===== src/rtl/cdc_in_fifo.sv =====
// Byte-wide first-word-fall-through FIFO feeding one usb_cdc IN channel.
// Single clock domain; occupancy counter keeps full and empty unambiguous.
module cdc_in_fifo #(
    parameter int WIDTH    = 8,
    parameter int DEPTH    = 16,
    parameter int AF_LEVEL = 12
) (
    input  logic                     clk_i,
    input  logic                     rst_i,
    input  logic [WIDTH-1:0]         wr_data_i,
    input  logic                     wr_valid_i,
    output logic                     wr_ready_o,
    output logic [WIDTH-1:0]         in_data_o,
    output logic                     in_valid_o,
    input  logic                     in_ready_i,
    input  logic                     flush_i,
    output logic [$clog2(DEPTH):0]   level_o,
    output logic                     almost_full_o,
    output logic                     overflow_o
);

    localparam int AW = $clog2(DEPTH);
    localparam logic [AW:0] FULL_LVL = (AW+1)'(DEPTH);
    localparam logic [AW:0] AF_LVL   = (AW+1)'(AF_LEVEL);

    logic [WIDTH-1:0] mem [DEPTH];

    logic [AW-1:0] wr_ptr_q, wr_ptr_d;
    logic [AW-1:0] rd_ptr_q, rd_ptr_d;
    logic [AW:0]   count_q,  count_d;
    logic          overflow_q, overflow_d;

    logic wr_en;
    logic rd_en;

    // Handshake flags depend on registered occupancy only, so a read in the
    // full cycle cannot open the write side until the following cycle.
    assign wr_ready_o    = (count_q != FULL_LVL);
    assign in_valid_o    = (count_q != '0);
    assign level_o       = count_q;
    assign almost_full_o = (count_q >= AF_LVL);
    assign overflow_o    = overflow_q;
    assign in_data_o     = mem[rd_ptr_q];

    assign wr_en = wr_valid_i && wr_ready_o && !flush_i;
    assign rd_en = in_valid_o && in_ready_i && !flush_i;

    // NOTE: every next-state signal gets a default first so no latch is inferred.
    always_comb begin
        wr_ptr_d   = wr_ptr_q;
        rd_ptr_d   = rd_ptr_q;
        count_d    = count_q;
        overflow_d = overflow_q;

        if (flush_i) begin
            wr_ptr_d   = '0;
            rd_ptr_d   = '0;
            count_d    = '0;
            overflow_d = 1'b0;
        end else begin
            if (wr_valid_i && !wr_ready_o) begin
                overflow_d = 1'b1;
            end
            if (wr_en) begin
                wr_ptr_d = wr_ptr_q + 1'b1;
            end
            if (rd_en) begin
                rd_ptr_d = rd_ptr_q + 1'b1;
            end
            case ({wr_en, rd_en})
                2'b10:   count_d = count_q + 1'b1;
                2'b01:   count_d = count_q - 1'b1;
                default: count_d = count_q;
            endcase
        end
    end

    // NOTE: state registers use non-blocking assignments so all update together at the edge.
    always_ff @(posedge clk_i) begin
        if (rst_i) begin
            wr_ptr_q   <= '0;
            rd_ptr_q   <= '0;
            count_q    <= '0;
            overflow_q <= 1'b0;
        end else begin
            wr_ptr_q   <= wr_ptr_d;
            rd_ptr_q   <= rd_ptr_d;
            count_q    <= count_d;
            overflow_q <= overflow_d;
        end
    end

    // NOTE: storage is deliberately not reset; in_valid_o masks stale contents.
    always_ff @(posedge clk_i) begin
        if (wr_en && !rst_i) begin
            mem[wr_ptr_q] <= wr_data_i;
        end
    end

endmodule


===== config.mk =====
export PLATFORM = sky130hd
export DESIGN_NAME = cdc_in_fifo
export DESIGN_NICKNAME = d
export VERILOG_FILES = /design/src/rtl/cdc_in_fifo.sv
export SDC_FILE = /design/constraint.sdc
export NUM_CORES = 1
export LEC_CHECK = 0
export ABC_AREA = 1
export CAP_MARGIN = 0
export CORE_AREA = 2 2 121 123
export DETAILED_ROUTE_END_ITERATION = 10
export DIE_AREA = 0 0 123 125
export HOLD_SLACK_MARGIN = 0.02
export PLACE_DENSITY = 0.73
export SLEW_MARGIN = 0
export SYNTH_ARGS = -nofsm -noshare
export SYNTH_HDL_FRONTEND = slang
export SYNTH_SLANG_ARGS = --single-unit

===== constraint.sdc =====
create_clock -name clk_i -period 2.8 [get_ports clk_i]
set_clock_uncertainty 0.05 [all_clocks]
set_input_delay 0.7 -clock clk_i [delete_from_list [all_inputs] [get_ports clk_i]]
set_output_delay 0.7 -clock clk_i [all_outputs]
set_load 0.02 [all_outputs]

==> results.py <==
# Synthesis and PnR figures
metrics = {
    "run_status": {
        "outcome": "finished clean",
    },
    "clock_network": {
        "tritoncts": "built",
        "numClockSinks": 146,
        "cts_buffer_depth": 2,
    },
    "routing": {
        "firstDrtPassIters": 5,
        "wl_met2_um": 6590,
        "met1_length_um": 5680,
        "antenna_left": 0,
        "drc_errors": 0,
        "first_iter_violations": 482,
        "route.vias.total": 3967,
    },
    "final_layout": {
        "finalInstanceArea_mm2": 0.00739,
        "clock_area_frac": 0.0719,
        "mostFrequentLayoutCell": "edfxtp_1",
        "sh_comb_area": 0.221,
        "comb_cells": 255,
        "fin_util": 0.521,
        "logic_area_mm2": 0.00164,
        "n_all_buffers": 60,
        "diodes": 0,
        "buf_share": 0.0748,
        "ff_count": 146,
        "num-fill-cells": 1182,
    },
    "min_path": {
        "holdPathEnd": "overflow_o",
        "hp-start": "overflow_o",
    },
    "power": {
        "pwr-share-seq": 0.511,
        "p_clk_frac": 0.439,
        "power.density_mw_per_mm2": 632,
        "vdd_drop_max_v": 0.000434,
        "p_leak_nw": 2.57,
    },
    "yosys": {
        "synthCells": 488,
        "syn-cell-area_mm2": 0.00620,
        "avgSynthCellArea_um2": 12.7,
        "ys_area_mm2": 0.00620,
        "async_flop_share": 0,
    },
    "global_route": {
        "grt_usage": 0.183,
        "antenna_found_initial": 0,
        "grt_max_degree": 43,
        "overflow": 0,
        "met2_usage": 0.290,
    },
    "worst_setup_path": {
        "crit_type": "reg -> out",
        "crit_arrival_ns": 1.98,
        "cp_max_fo": 21,
        "cp-end-kind": "primary output",
        "reg2reg_depth": 11,
        "slowest_delay_ns": 0.38,
        "r2r_end": "level_o[3]",
        "worstPathBufferInverterCount": 3,
        "reg2reg_slack_ns": 0.71,
        "worst_path_max_delay_cell": "dfxtp_4",
        "r2r-start": "level_o[1]",
        "start_kind": "register",
        "cpMostUsedCell": "o211ai_1",
    },
    "timing": {
        "maxSlewViolCount": 0,
        "finalSetupViolations": 0,
        "tightest_slew_ns": 0.725,
        "finalCritPeriodShare": 0.976,
        "rsz0062_at_grt": "yes",
        "max_freq_mhz": 366,
        "tns_ns": 0,
    },
    "placed_design": {
        "place.gp.congestion": 0.774,
        "placement.io_buffers": 29,
        "placed_area_mm2": 0.00686,
    },
    "floorplanning": {
        "die_h_um": 125,
        "initCoreUtil": 0.437,
        "row_count": 44,
    },
}
==> what timing repair did <==
action / CTS / global route
buffers inserted: 0 / 1
pin swaps: 1 / 1
endpoints found under the setup margin: 8 / 6
gates cloned: 0 / 1
gates resized: 10 / 11
==> sequential cells by signal, summed over array words and instances (netlist names), named ones only <==
name and flops:
mem 128, wr_ptr_q 4, level_o 5, rd_ptr_q 4, overflow_o 1
==> stage by stage <==
| step | hold WS (ns) | cells | setup slack (ns) |
|---|---|---|---|
| 6_report | 0.429 | 739 | 0.0668 |
| 5_1_grt | 0.481 | 739 | -0.0427 |
| 4_1_cts | 0.439 | 737 | -0.0377 |
| 3_5_place_dp | 0.416 | 705 | -0.00986 |
| 3_3_place_gp | 0.410 | 705 | 0.125 |
| 2_1_floorplan | 0.417 | 488 | 0.611 |
==> cells in the mapped netlist (2+ instances only) <==
| cell | number | share of area |
|---|---|---|
| buf_2 | 7 | 0.0056 |
| nand4_1 | 2 | 0.0020 |
| nand2_1 | 21 | 0.013 |
| nor4_1 | 2 | 0.0020 |
| nand3_2 | 3 | 0.0048 |
| nand2_2 | 2 | 0.0020 |
| nor2_1 | 27 | 0.016 |
| o21ai_0 | 42 | 0.034 |
| edfxtp_1 | 128 | 0.62 |
| dfxtp_1 | 18 | 0.058 |
| nor2_2 | 3 | 0.0030 |
| nor3b_1 | 7 | 0.0085 |
| xor2_1 | 4 | 0.0056 |
| a21oi_1 | 37 | 0.030 |
| o211ai_1 | 32 | 0.039 |
| inv_1 | 60 | 0.036 |
| buf_6 | 3 | 0.0054 |
| nand2_4 | 3 | 0.0054 |
| ha_1 | 8 | 0.016 |
| mux2i_1 | 32 | 0.052 |
| nor3_1 | 2 | 0.0016 |
| a211oi_1 | 3 | 0.0036 |
| clkbuf_1 | 13 | 0.0079 |
| nand3_1 | 19 | 0.015 |
==> power by group through the flow <==
stage	logic [mW]	clock network [mW]	registers (mW)
after detailed placement	0.240	0	2.43
after CTS	0.236	2.08	2.39
final	0.237	2.05	2.39
after floorplan	0.131	0	2.43
after global routing	0.262	2.16	2.39
after global placement	0.232	0	2.43
==> worst reg2reg max path, stage by stage, from the launching register on <==
cell and delay (ns):
dfxtp_1 0.38, nor2_2 0.18, nand3_2 0.12, nand2_4 0.12
inv_4 0.04, ha_1 0.25, xor2_1 0.34, nand3_1 0.14
nand3_1 0.12, nor2_1 0.05, o21ai_0 0.15, inv_1 0.06
==> how the worst max path moves through the flow <==
stage,cells past startpoint,to
global route,7,in_data_o[6]
global placement,14,level_o[4]
CTS,6,in_data_o[0]
floorplan,11,level_o[2]
detailed placement,14,level_o[4]
finish,7,in_data_o[6]
==> logic make-up (layout without fill, tap and decap cells) <==
| group | after synthesis | in the layout | share of synthesized area |
|---|---|---|---|
| simple gates | 93 | 93 | 0.0766 |
| xor+xnor | 5 | 5 | 0.00706 |
| compound gates | 117 | 117 | 0.112 |
| buf+inv | 87 | 154 | 0.0587 |
| mux | 32 | 32 | 0.0516 |
| fa+ha+maj | 8 | 8 | 0.0161 |
| flops | 146 | 146 | 0.678 |
Figure 1. Met4 routing.
The bar under the picture is 20 um long.
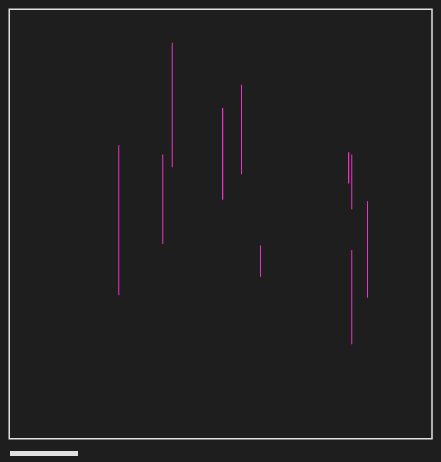
- longest straight run: 43.5 um
- wire length on this layer: 246 um
- nets with wire on the layer: 7
- share of all routed wire: 1.8%

Figure 2. Clock nets.
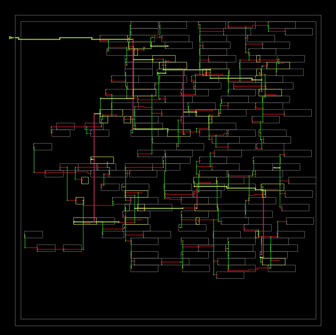
Clk. pwr: 2.05 mW
clk latency late pin: 0.42 ns
clock tree buffer count of the final layout: 23

Power and IR drop assume default switching activity.
